--- src/rtl/mcpu_pkg.sv ---
// Shared types and encodings for the multi-cycle MIPS control path.
package mcpu_pkg;

    localparam int unsigned OP_W      = 6;
    localparam int unsigned FN_W      = 6;
    localparam int unsigned ALU_OP_W  = 3;
    localparam int unsigned SEL_W     = 2;
    localparam int unsigned REG_IDX_W = 5;

    // Link register written by jal when reg_dst selects RA.
    localparam logic [REG_IDX_W-1:0] RA_REG = 5'd31;

    typedef enum logic [2:0] {
        ST_IF   = 3'd0,
        ST_ID   = 3'd1,
        ST_EXE  = 3'd2,
        ST_MEM  = 3'd3,
        ST_WB   = 3'd4,
        ST_HALT = 3'd5
    } state_t;

    // Opcodes (IR[31:26])
    localparam logic [OP_W-1:0] OP_RTYPE = 6'h00;
    localparam logic [OP_W-1:0] OP_J     = 6'h02;
    localparam logic [OP_W-1:0] OP_JAL   = 6'h03;
    localparam logic [OP_W-1:0] OP_BEQ   = 6'h04;
    localparam logic [OP_W-1:0] OP_BNE   = 6'h05;
    localparam logic [OP_W-1:0] OP_ADDI  = 6'h08;
    localparam logic [OP_W-1:0] OP_SLTI  = 6'h0A;
    localparam logic [OP_W-1:0] OP_ANDI  = 6'h0C;
    localparam logic [OP_W-1:0] OP_ORI   = 6'h0D;
    localparam logic [OP_W-1:0] OP_LW    = 6'h23;
    localparam logic [OP_W-1:0] OP_SW    = 6'h2B;
    localparam logic [OP_W-1:0] OP_HALT  = 6'h3F;

    // R-type function codes (IR[5:0])
    localparam logic [FN_W-1:0] FN_SLL = 6'h00;
    localparam logic [FN_W-1:0] FN_ADD = 6'h20;
    localparam logic [FN_W-1:0] FN_SUB = 6'h22;
    localparam logic [FN_W-1:0] FN_AND = 6'h24;
    localparam logic [FN_W-1:0] FN_OR  = 6'h25;
    localparam logic [FN_W-1:0] FN_SLT = 6'h2A;

    typedef enum logic [ALU_OP_W-1:0] {
        ALU_ADD = 3'd0,
        ALU_SUB = 3'd1,
        ALU_AND = 3'd2,
        ALU_OR  = 3'd3,
        ALU_SLT = 3'd4,
        ALU_SLL = 3'd5
    } alu_op_t;

    typedef enum logic [3:0] {
        CLS_RTYPE   = 4'd0,
        CLS_IARITH  = 4'd1,
        CLS_LOAD    = 4'd2,
        CLS_STORE   = 4'd3,
        CLS_BRANCH  = 4'd4,
        CLS_JUMP    = 4'd5,
        CLS_JAL     = 4'd6,
        CLS_HALT    = 4'd7,
        CLS_ILLEGAL = 4'd8
    } instr_class_t;

    localparam logic [SEL_W-1:0] PC_SRC_SEQ    = 2'd0;
    localparam logic [SEL_W-1:0] PC_SRC_BRANCH = 2'd1;
    localparam logic [SEL_W-1:0] PC_SRC_JUMP   = 2'd2;

    localparam logic [SEL_W-1:0] REG_DST_RT = 2'd0;
    localparam logic [SEL_W-1:0] REG_DST_RD = 2'd1;
    localparam logic [SEL_W-1:0] REG_DST_RA = 2'd2;

    localparam logic [SEL_W-1:0] WB_SEL_ALU = 2'd0;
    localparam logic [SEL_W-1:0] WB_SEL_MEM = 2'd1;
    localparam logic [SEL_W-1:0] WB_SEL_PC4 = 2'd2;

    // Decoded view of the current instruction.
    typedef struct packed {
        instr_class_t cls;
        logic         ext_sel;
        alu_op_t      alu_op;
        logic         use_shamt;
        logic         use_imm;
        logic         branch_ne;
    } decode_t;

endpackage

--- src/rtl/mcpu_decode.sv ---
// Combinational opcode/funct decoder: instruction class plus operand controls.
module mcpu_decode
    import mcpu_pkg::*;
#(
    parameter logic [OP_W-1:0] HALT_OP = OP_HALT
) (
    input  logic [OP_W-1:0] opcode,
    input  logic [FN_W-1:0] funct,
    output decode_t         dec
);

    // Map opcode/funct to class, extender mode and ALU operation.
    always_comb begin
        dec        = '0;
        dec.cls    = CLS_ILLEGAL;
        dec.alu_op = ALU_ADD;
        if (opcode == HALT_OP) begin
            dec.cls = CLS_HALT;
        end else begin
            case (opcode)
                OP_RTYPE: begin
                    dec.cls = CLS_RTYPE;
                    case (funct)
                        FN_ADD:  dec.alu_op = ALU_ADD;
                        FN_SUB:  dec.alu_op = ALU_SUB;
                        FN_AND:  dec.alu_op = ALU_AND;
                        FN_OR:   dec.alu_op = ALU_OR;
                        FN_SLT:  dec.alu_op = ALU_SLT;
                        FN_SLL: begin
                            dec.alu_op    = ALU_SLL;
                            dec.use_shamt = 1'b1;
                        end
                        default: dec.cls = CLS_ILLEGAL;
                    endcase
                end
                OP_ADDI: begin
                    dec.cls     = CLS_IARITH;
                    dec.ext_sel = 1'b1;
                    dec.use_imm = 1'b1;
                    dec.alu_op  = ALU_ADD;
                end
                OP_SLTI: begin
                    dec.cls     = CLS_IARITH;
                    dec.ext_sel = 1'b1;
                    dec.use_imm = 1'b1;
                    dec.alu_op  = ALU_SLT;
                end
                OP_ANDI: begin
                    dec.cls     = CLS_IARITH;
                    dec.use_imm = 1'b1;
                    dec.alu_op  = ALU_AND;
                end
                OP_ORI: begin
                    dec.cls     = CLS_IARITH;
                    dec.use_imm = 1'b1;
                    dec.alu_op  = ALU_OR;
                end
                OP_LW: begin
                    dec.cls     = CLS_LOAD;
                    dec.ext_sel = 1'b1;
                    dec.use_imm = 1'b1;
                end
                OP_SW: begin
                    dec.cls     = CLS_STORE;
                    dec.ext_sel = 1'b1;
                    dec.use_imm = 1'b1;
                end
                OP_BEQ: begin
                    dec.cls     = CLS_BRANCH;
                    dec.ext_sel = 1'b1;
                    dec.alu_op  = ALU_SUB;
                end
                OP_BNE: begin
                    dec.cls       = CLS_BRANCH;
                    dec.ext_sel   = 1'b1;
                    dec.alu_op    = ALU_SUB;
                    dec.branch_ne = 1'b1;
                end
                OP_J:    dec.cls = CLS_JUMP;
                OP_JAL:  dec.cls = CLS_JAL;
                default: dec.cls = CLS_ILLEGAL;
            endcase
        end
    end

endmodule

--- src/rtl/multicycle_ctrl.sv ---
// Multi-cycle MIPS sequencer: IF/ID/EXE/MEM/WB walk with per-state datapath controls.
module multicycle_ctrl
    import mcpu_pkg::*;
#(
    parameter logic [OP_W-1:0] HALT_OP = OP_HALT
) (
    input  logic                clk,
    input  logic                reset,
    input  logic [OP_W-1:0]     opcode,
    input  logic [FN_W-1:0]     funct,
    input  logic                zero,
    input  logic                mem_ready,
    output logic                pc_wr,
    output logic [SEL_W-1:0]    pc_src,
    output logic                ir_wr,
    output logic                ext_sel,
    output logic                alu_src_a,
    output logic                alu_src_b,
    output logic [ALU_OP_W-1:0] alu_op,
    output logic                reg_wr,
    output logic [SEL_W-1:0]    reg_dst,
    output logic [SEL_W-1:0]    wb_sel,
    output logic                mem_rd,
    output logic                mem_wr,
    output logic                illegal,
    output logic                halted,
    output logic [2:0]          state
);

    state_t  state_q;
    state_t  state_d;
    decode_t dec;
    logic    taken;

    mcpu_decode #(
        .HALT_OP (HALT_OP)
    ) u_decode (
        .opcode (opcode),
        .funct  (funct),
        .dec    (dec)
    );

    assign state = state_q;

    // State register; reset always returns to fetch.
    always_ff @(posedge clk) begin
        if (reset) begin
            state_q <= ST_IF;
        end else begin
            state_q <= state_d;
        end
    end

    // Next-state and datapath controls; everything idles while reset is high.
    always_comb begin
        state_d   = state_q;
        pc_wr     = 1'b0;
        pc_src    = PC_SRC_SEQ;
        ir_wr     = 1'b0;
        ext_sel   = 1'b0;
        alu_src_a = 1'b0;
        alu_src_b = 1'b0;
        alu_op    = ALU_OP_W'(ALU_ADD);
        reg_wr    = 1'b0;
        reg_dst   = REG_DST_RT;
        wb_sel    = WB_SEL_ALU;
        mem_rd    = 1'b0;
        mem_wr    = 1'b0;
        illegal   = 1'b0;
        halted    = 1'b0;
        taken     = dec.branch_ne ? !zero : zero;

        if (!reset) begin
            // Operand controls stay stable from decode until the instruction retires.
            if (state_q inside {ST_ID, ST_EXE, ST_MEM, ST_WB}) begin
                ext_sel   = dec.ext_sel;
                alu_src_a = dec.use_shamt;
                alu_src_b = dec.use_imm;
                alu_op    = ALU_OP_W'(dec.alu_op);
            end

            case (state_q)
                ST_IF: begin
                    ir_wr   = 1'b1;
                    state_d = ST_ID;
                end
                ST_ID: begin
                    case (dec.cls)
                        CLS_JUMP: begin
                            pc_wr   = 1'b1;
                            pc_src  = PC_SRC_JUMP;
                            state_d = ST_IF;
                        end
                        CLS_JAL: begin
                            pc_wr   = 1'b1;
                            pc_src  = PC_SRC_JUMP;
                            reg_wr  = 1'b1;
                            reg_dst = REG_DST_RA;
                            wb_sel  = WB_SEL_PC4;
                            state_d = ST_IF;
                        end
                        CLS_HALT: state_d = ST_HALT;
                        CLS_ILLEGAL: begin
                            illegal = 1'b1;
                            pc_wr   = 1'b1;
                            state_d = ST_IF;
                        end
                        default: state_d = ST_EXE;
                    endcase
                end
                ST_EXE: begin
                    case (dec.cls)
                        CLS_BRANCH: begin
                            pc_wr   = 1'b1;
                            pc_src  = taken ? PC_SRC_BRANCH : PC_SRC_SEQ;
                            state_d = ST_IF;
                        end
                        CLS_LOAD, CLS_STORE: state_d = ST_MEM;
                        default:             state_d = ST_WB;
                    endcase
                end
                ST_MEM: begin
                    if (dec.cls == CLS_LOAD) begin
                        mem_rd = 1'b1;
                        if (mem_ready) begin
                            state_d = ST_WB;
                        end
                    end else begin
                        mem_wr = 1'b1;
                        if (mem_ready) begin
                            pc_wr   = 1'b1;
                            state_d = ST_IF;
                        end
                    end
                end
                ST_WB: begin
                    reg_wr  = 1'b1;
                    pc_wr   = 1'b1;
                    reg_dst = (dec.cls == CLS_RTYPE) ? REG_DST_RD : REG_DST_RT;
                    wb_sel  = (dec.cls == CLS_LOAD) ? WB_SEL_MEM : WB_SEL_ALU;
                    state_d = ST_IF;
                end
                ST_HALT: halted = 1'b1;
                default: state_d = ST_IF;
            endcase
        end
    end

endmodule

--- config.mk ---
export PLATFORM = sky130hd
export DESIGN_NAME = multicycle_ctrl
export DESIGN_NICKNAME = d
export VERILOG_FILES = /design/src/rtl/mcpu_pkg.sv /design/src/rtl/mcpu_decode.sv /design/src/rtl/multicycle_ctrl.sv
export SDC_FILE = /design/constraint.sdc
export NUM_CORES = 1
export LEC_CHECK = 0
export CAP_MARGIN = 10
export CORE_MARGIN = 2
export CORE_UTILIZATION = 43
export DETAILED_ROUTE_END_ITERATION = 6
export MAX_ROUTING_LAYER = met4
export PLACE_DENSITY_LB_ADDON = 0.08
export SLEW_MARGIN = 20
export SYNTH_ARGS = -nofsm -noshare
export SYNTH_HDL_FRONTEND = slang
export SYNTH_SLANG_ARGS = --single-unit
--- constraint.sdc ---
create_clock -name clk -period 3.44 [get_ports clk]
set_clock_uncertainty 0.15 [all_clocks]
set_input_delay 0.344 -clock clk [delete_from_list [all_inputs] [get_ports clk]]
set_output_delay 0.344 -clock clk [all_outputs]
set_load 0.02 [all_outputs]
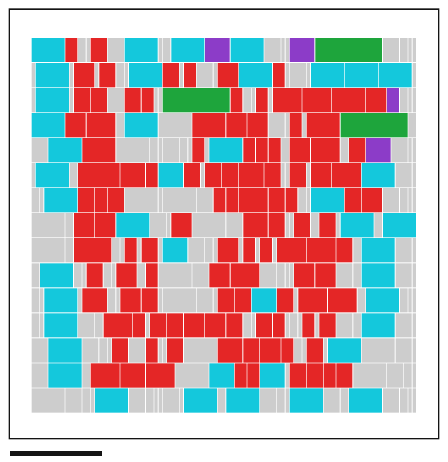
(run_1/placement_by_type.png)
Scale bar: 10 um. Fill, decap, tap and diode cells in gray.
legend:
  green:
    class: sequential cells
    cells: 3
    share_of_their_area: 5.2%
  cyan:
    class: remaining buffers and delay cells
    cells: 42
    share_of_their_area: 35%
  purple:
    class: clock drivers and dummy loads
    cells: 4
    share_of_their_area: 2.3%
  red:
    class: combinational and other logic
    cells: 113
    share_of_their_area: 57%
# rows: 15
utilization after layout: 69.3%

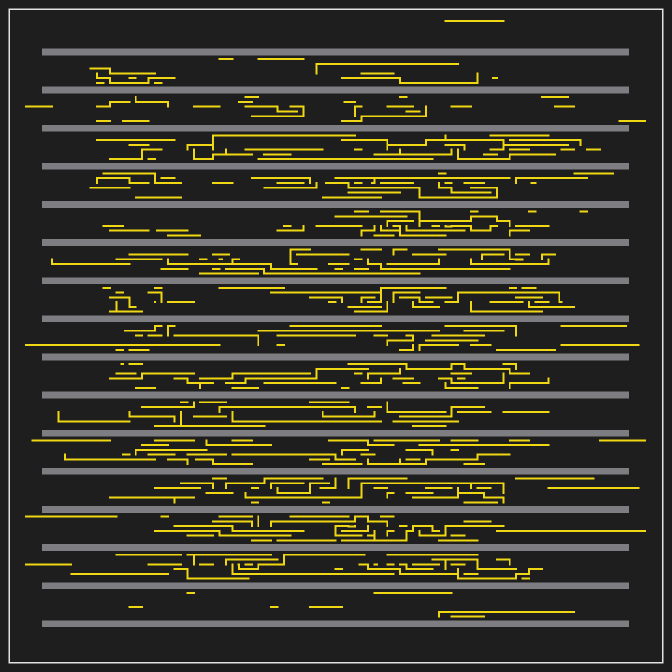
(run_1/layer_met1.png)
Supply wires on this layer in gray.
longest straight run: 13.8 um
main direction: horizontal
nets with wire on the layer: 157
wire length on this layer: 1140 um
share of all routed wire: 46%

==> run_results.csv, run 1 <==
group,metric,value,unit
cts,clkSinkCount,3,
worst_setup_path,r2r-start,"state[1]$_SDFFE_PP0P_",
power,switching_share,37.6,%
yosys,synth_nets,142,
layout,largest_reg_flops,3,
yosys,async_flop_share,0,%
cts,cts_buffers,3,
worst_setup_path,startpoint_type,"primary input",
detailed_routing,met3_wirelength,123,um
job,warnings,26,
timing,rsz0062_at_grt,"no",
yosys,yosys_most_used_dff,"dfxtp_1",
yosys,ys_chip_area,777,um^2
power,p_seq,42.3,uW
outcome,status,"finished clean",
die,core_region_area,0.00171,mm^2
placement,io_buffers,37,
placement,place_congestion,0.904,
worst_hold_path,min_to,"state[0]$_SDFFE_PP0P_",
die,initCoreUtil,45.5,%
layout,final_cell_mix,"clkdlybuf4s50_1 (37), nor2_1 (16), nor3_1 (15)",
job,cap_viol_max_count,0,
worst_setup_path,r2r_slack,1830,ps
layout,fin_cells,187,
detailed_routing,wl_met1,1.14,mm
die,fp.dieH,46.5,um
layout,mostFrequentLayoutCell,"clkdlybuf4s50_1",
yosys,area_leaders,"nor3_1 (9.7%), dfxtp_1 (7.7%), nor2_1 (7.7%)",
layout,regArea,60.1,um^2
die,dieArea,0.00216,mm^2
timing,hold_viol,0,
worst_setup_path,end_kind,"output port",
global_route,grt_pass1_vias,907,
detailed_routing,wl_met2,1.22,mm
global_route,use_met3,3.53,%
yosys,syn_area,777,um^2
cts,cts_tree,"built",
layout,inv_count,4,
die,die_x,46.5,um
yosys,synthMuxAreaShare,1.29,%
yosys,syn_inst,126,
global_route,overflow,0,
power,total_power,203,uW
timing,worstMarginPinSlew,480,ps
placement,placed_area,0.00116,mm^2
placement,pre_cts_slack,272,ps
worst_hold_path,holdPathStages,2,
detailed_routing,drtPass1Iterations,4,
detailed_routing,ant_nets,0,
worst_setup_path,critPathLaunch,"funct[5]",
detailed_routing,drt_iter0_drc,30,
yosys,ys_sh_aoi,28.7,%
power,pg_clk,63.3,uW
power,p_seq_share,20.9,%
cts,ctsResizeCount,0,
cts,worstSkewPairLatency,240,ps
placement,dp_cells,183,
timing,slew_headroom,68.0,%
power,p_switching,76.3,uW
layout,seq_cell_count,3,
power,leakage,0.000410,uW
layout,comb_area,643,um^2
placement,post-dp-hpwl,1.95,mm
cts,cts_root_buffer,"clkbuf_4",
cts,clkSlewWorstSetupHoldPaths,40,ps
yosys,synth_top_area_share,9.66,%
yosys,yosys-stat-cells,126,
layout,comb_share,54.3,%
layout,logic_gates,109,
power,pg_comb,97.3,uW
global_route,grt_max_degree,18,
layout,diodes,0,
layout,clkCellAreaFrac,2.22,%
timing,fin_crit,3170,ps
yosys,yosys.area.top_type,"nor3_1",
global_route,gr-usage-met2,41.1,%
timing,drv_slew,0,
layout,drive_above_1_share,9.88,%
detailed_routing,drc_errors,0,
yosys,yosys.cell_types.count,43,
power,powerDensity,171,mW/mm^2
worst_setup_path,crit_required,2950,ps
global_route,grt.busiest_layer,"met2",
die,taps,25,
timing,max_freq,316,MHz
power,power_frac_clock,31.2,%
yosys,synth-simple-area-share,50.6,%
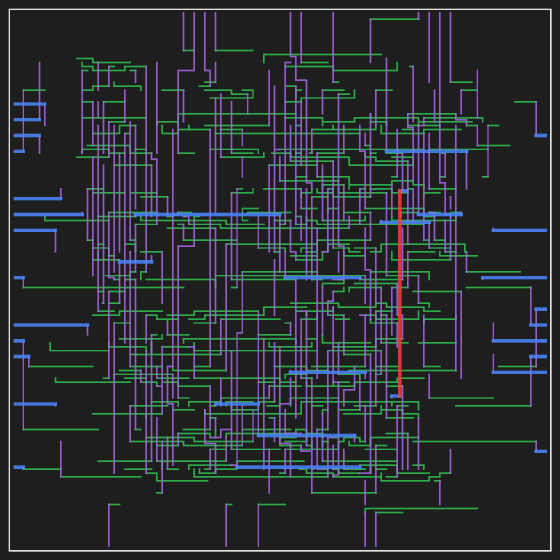
(run_1/wires.png)
legend:
  blue:
    layer: metal 3
    wire_length: 123 um
  red:
    layer: metal 4
    wire_length: 17.7 um
  green:
    layer: metal 1
    wire_length: 1140 um
  purple:
    layer: metal 2
    wire_length: 1220 um
WL per Instance: 13.4 um
Vias: 1086
total track usage: 24.1%
DRT Wirelength: 2.50 mm

## run 1: worst max-delay path: stages
cell	delay, ps
clkdlybuf4s50_1	520
or3_1	340
a21oi_1	150
a31oi_1	60
or4_4	490
a21oi_2	140
clkdlybuf4s50_1	620
## run 1: logic make-up (layout without fill, tap and decap cells)
| family | after synthesis | in the layout |
|---|---|---|
| AND/OR/NAND/NOR | 72 | 72 |
| buffers and inverters | 14 | 50 |
| flip-flops | 3 | 3 |
| AND-OR/OR-AND | 34 | 34 |
| multiplexers | 1 | 1 |
| XOR/XNOR | 2 | 2 |
## run 1: cell usage after synthesis (3+ instances only)
library cell  instances
nor3_1               15
buf_2                 5
inv_1                 4
and3_1                3
nor2_1               16
nand3_1               6
o21ai_0               9
nand2b_1              5
dfxtp_1               3
nand4_1               3
a211oi_1              3
a21oi_1               8
nand2_1               8
## Run 2: what changed since run 1
CAP_MARGIN = 20   (was 10)
HOLD_SLACK_MARGIN = 0.15   (was unset)
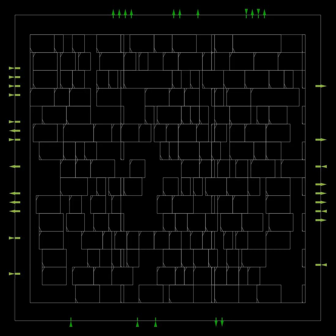
(run_2/placement.png)
sequential share of cell area: 5.07%
# fillers: 162
Flops: 3
Core Area: 0.00171 mm^2
final non-filler cell total: 187

==> run 2 against run 1 <==
Against the previous run:
- wire length unchanged
- first-iteration DRC count unchanged
- synthesized cell count unchanged
- cell area is the same
- maximum frequency unchanged
- final cell count did not move
- clock power about the same
- synthesized area unchanged
- sequential share of layout area unchanged
- critical path type unchanged
==> run_results.csv, run 2 <==
group,metric,value,unit
yosys,synth_top_area_share,9.66,%
layout,fin_nets,179,
die,initCoreUtil,45.5,%
yosys,yosys.area.top_type,"nor3_1",
detailed_routing,vias,1086,
die,dieArea,0.00216,mm^2
worst_setup_path,critPathArrivalTime,2680,ps
placement,dp_cells,183,
yosys,syn_area,777,um^2
worst_setup_path,end_kind,"output port",
worst_hold_path,min_path_type,"register to register",
layout,final_cell_mix,"clkdlybuf4s50_1 (37), nor2_1 (16), nor3_1 (15)",
worst_hold_path,hp-start,"state[0]$_SDFFE_PP0P_",
worst_setup_path,crit_required,2950,ps
worst_hold_path,min_to,"state[0]$_SDFFE_PP0P_",
timing,fin_crit,3170,ps
worst_setup_path,worstRegToRegCells,2,
timing,setup_viol,0,
yosys,top_cells_by_count,"nor2_1 (16), nor3_1 (15), o21ai_0 (9)",
yosys,avgSynthCellArea,6.17,um^2
cts,cts_buffers,3,
cts,cts_tree,"built",
yosys,yosys_most_used_dff,"dfxtp_1",
cts,post_cts_buffers,0,
placement,placed_area,0.00116,mm^2
layout,syn_to_final_growth,52.3,%
worst_setup_path,critPathLaunch,"funct[5]",
cts,clkSinkCount,3,
timing,period_used_share,92.1,%
cts,worstSkewPairLatency,240,ps
worst_setup_path,crit_chain,"clkdlybuf4s50_1 -> or3_1 -> a21oi_1 -> a31oi_1 -> or4_4 -> a21oi_2 -> clkdlybuf4s50_1",
layout,mostFrequentLayoutCell,"clkdlybuf4s50_1",
worst_setup_path,startpoint_type,"primary input",
timing,setup_slack,271,ps
yosys,async_flop_share,0,%
placement,place_congestion,0.904,
yosys,yosys-stat-cells,126,
worst_setup_path,cp_slowest_cell,"clkdlybuf4s50_1",
power,leakage,0.000410,uW
cts,clk_path_buf_depth,2,
timing,hold_viol,0,
timing,worstMarginPinSlew,480,ps
yosys,synthMuxAreaShare,1.29,%
layout,utilization,69.3,%
die,die_x,46.5,um
layout,regArea,60.1,um^2
yosys,ys_sh_xor,2.25,%
layout,comb_area,643,um^2
power,total_power,203,uW
worst_setup_path,r2r_end,"state[2]$_SDFFE_PP0P_",
yosys,ys_seq_elements,3,
detailed_routing,totalWireLength,2.50,mm
worst_setup_path,r2r_slack,1830,ps
yosys,syn_inst,126,
layout,largest_reg_flops,3,
yosys,ys_sh_aoi,28.7,%
timing,finalSetupTns,0,ps
die,fp.dieH,46.5,um
layout,drive_above_1_share,9.88,%
worst_setup_path,cpPeakStageDelay,620,ps
worst_setup_path,path_class,"primary input to output port",
worst_setup_path,crit_top_cell,"clkdlybuf4s50_1",
yosys,area_leaders,"nor3_1 (9.7%), dfxtp_1 (7.7%), nor2_1 (7.7%)",
yosys,synth-adder-area-share,0,%
global_route,antenna_found_initial,0,
power,ir_worst_vdd,0.000123,V
timing,rsz0062_at_grt,"no",
cts,cts-htree-levels,1,
yosys,ys_warn_count,0,
placement,io_buffers,37,
global_route,grt_max_degree,18,
worst_hold_path,holdPathStages,2,
global_route,overflow,0,
layout,diodes,0,
worst_setup_path,critPathBufInv,2,
cts,cts_root_buffer,"clkbuf_4",
worst_setup_path,r2r-start,"state[1]$_SDFFE_PP0P_",
outcome,status,"finished clean",
worst_setup_path,path_depth,7,
yosys,yosys.cell_types.count,43,
yosys,yosys.stat.seqShare,7.73,%
worst_setup_path,cp_max_fo,8,
global_route,grt_pass1_wl,3.75,mm
global_route,grt_usage,24.1,%
die,ios,38,
job,warnings,26,
timing,drv_slew,0,
job,cap_viol_max_count,0,
cts,ctsResizeCount,0,
yosys,edf_count,0,
yosys,top_logic_kind,"simple AND/OR/NAND/NOR gates",
timing,slew_headroom,68.0,%
placement,post-dp-hpwl,1.95,mm
global_route,grt_pass1_vias,907,
detailed_routing,wl_per_cell,13.4,um
detailed_routing,ant_nets,0,
yosys,synth-simple-area-share,50.6,%
cts,clkSlewWorstSetupHoldPaths,40,ps
detailed_routing,drt_iter0_drc,30,
yosys,ys_chip_area,777,um^2
timing,max_freq,316,MHz
layout,design_area,0.00118,mm^2
detailed_routing,drtPass1Iterations,4,
cts,hold_buffers,0,
yosys,synth_nets,142,
die,rows,15,
worst_setup_path,critical_path.top_delay_family,"buffers and inverters",
detailed_routing,via_per_inst,5.81,
placement,pre_cts_slack,272,ps
yosys,synth_dominant_cell_count,"nor2_1",
detailed_routing,drc_errors,0,
power,powerDensity,171,mW/mm^2
worst_setup_path,crit_path_end,"alu_op[0]",
timing,holdWs,523,ps
-- run 2: area by class of cell --
cell class | count | share of cell area, %
sequential | 3 | 5.07
timing repair buffer | 42 | 34.5
multi-input combinational | 109 | 54.3
clock buffer | 4 | 2.22
inverter | 4 | 1.27
tap | 25 | 2.64
-- run 2: per-layer routing --
metal	vias to the layer above	GRT usage, %	part of all wire, %
li1	546	-	-
met1	493	30.3	46
met2	45	41.1	49
met3	2	3.53	4.9
met4	0	3.43	0.68
met5	-	-	0
-- run 2: where the power goes --
group          leakage (uW)  internal, uW  switching (uW)
sequential        0.0000245          36.7            5.62
clock             0.0000150          43.6            19.7
combinational      0.000371          46.4            50.9
total              0.000410           127            76.3
## Run 3: what changed since run 2
CORE_MARGIN = unset   (was 2)
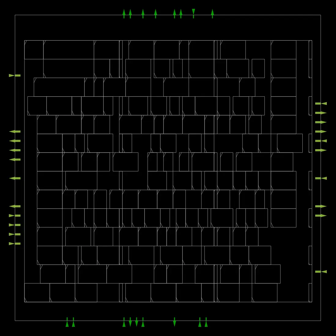
(run_3/placement.png)
# rows: 14
TAP cells: 24

==> run 3 against run 2 <==
Against the previous run:
- global-route usage rose by 1.9 points
- non-clock buffer count is 1 higher
- first-iteration DRC count is 47% higher
- highest routed layer unchanged
==> run_results.csv, run 3 <==
group,metric,value,unit
cts,cts_tree,"built",
layout,utilization,74.6,%
placement,placed_area,0.00116,mm^2
die,die_x,44.5,um
detailed_routing,via_per_inst,5.93,
timing,slew_headroom,66.9,%
timing,setup_viol,0,
power,powerDensity,169,mW/mm^2
yosys,ys_sh_aoi,28.7,%
worst_hold_path,min_path_type,"register to register",
global_route,grt.busiest_layer,"met2",
yosys,synth-adder-area-share,0,%
worst_hold_path,min_to,"state[0]$_SDFFE_PP0P_",
yosys,async_flop_share,0,%
layout,fin_cells,187,
yosys,ys_warn_count,0,
cts,worstSkewPairLatency,230,ps
die,ios,38,
worst_setup_path,critPathLaunch,"opcode[1]",
timing,holdWs,534,ps
yosys,avgSynthCellArea,6.17,um^2
worst_setup_path,r2r_slack,1760,ps
cts,clkSlewWorstSetupHoldPaths,30,ps
worst_setup_path,crit_path_end,"reg_dst[0]",
yosys,yosys.area.top_type,"nor3_1",
worst_setup_path,cp_slowest_cell,"clkdlybuf4s50_1",
yosys,top_cells_by_count,"nor2_1 (16), nor3_1 (15), o21ai_0 (9)",
cts,clk_path_buf_depth,2,
worst_setup_path,critPathArrivalTime,2750,ps
timing,max_freq,308,MHz
placement,io_buffers,37,
layout,syn_to_final_growth,53.1,%
worst_setup_path,startpoint_type,"primary input",
global_route,grt_pass1_wl,3.91,mm
power,ir_worst_vdd,0.000246,V
layout,n_fill_cell,129,
yosys,synth_top_area_share,9.66,%
yosys,ys_sh_xor,2.25,%
layout,drive_above_1_share,10.4,%
die,dieArea,0.00198,mm^2
layout,final_cell_mix,"clkdlybuf4s50_1 (37), nor2_1 (16), nor3_1 (15)",
detailed_routing,vias,1109,
power,total_power,201,uW
detailed_routing,wl_per_cell,13.3,um
worst_setup_path,cp_max_fo,10,
yosys,syn_area,777,um^2
layout,mostFrequentLayoutCell,"clkdlybuf4s50_1",
layout,fin_nets,180,
layout,diodes,0,
detailed_routing,ant_nets,0,
worst_setup_path,r2r_end,"state[2]$_SDFFE_PP0P_",
yosys,synthMuxAreaShare,1.29,%
cts,clkSinkCount,3,
placement,place_congestion,0.979,
global_route,gr-usage-met2,43.5,%
cts,cts_buffers,3,
global_route,antenna_found_initial,0,
worst_hold_path,hp-start,"state[0]$_SDFFE_PP0P_",
worst_setup_path,r2r-start,"state[1]$_SDFFE_PP0P_",
yosys,ys_chip_area,777,um^2
yosys,syn_inst,126,
timing,rsz0062_at_grt,"no",
worst_setup_path,end_kind,"output port",
timing,worstMarginPinSlew,496,ps
outcome,status,"finished clean",
run 3: cell types whose count changed in the layout (fill, tap and decap cells not counted), sizes merged:
| cell | before | now |
|---|---|---|
| buf | 5 | 6 |
run 3: report_power, final:
group | switching, uW | total (uW) | internal, uW
logic | 52.1 | 99.3 | 47.2
registers | 5.67 | 42.4 | 36.8
clock network | 15.6 | 58.9 | 43.3
run 3: final cells by class:
type	count	area [um^2]	share of cell area (%)
Clock buffer	4	26.3	2.21
Inverter	4	15.0	1.26
Multi-Input combinational cell	109	643	54.0
Sequential cell	3	60.1	5.05
Tap cell	24	30.0	2.52
Timing Repair Buffer	43	415	34.9
run 3: metal layers:
metal  routed length [um]  vias up
li1                     -      546
met1                 1140      511
met2                 1170       48
met3                  163        4
met4                   18        0
met5                    0        -

==> gallery <==
Signal metal coverage by tile.
9 x 9 tiles, from black (low) to pale yellow (high), scaled to the fullest tile. Values are wire area over tile area, all layers added.
panel A
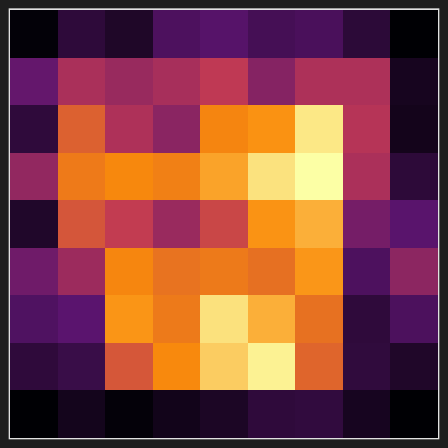
panel B
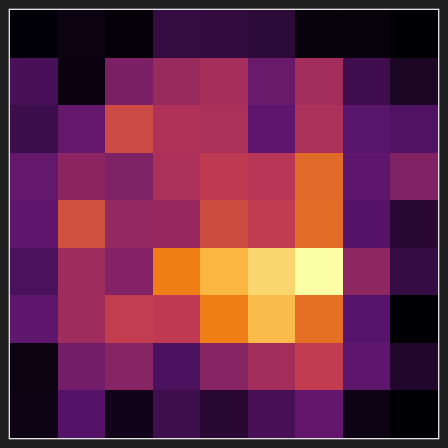
| picture | from |
|---|---|
| panel A | run 2 |
| panel B | run 3 |

No activity file was given, so power comes from the tool's default toggle rates.
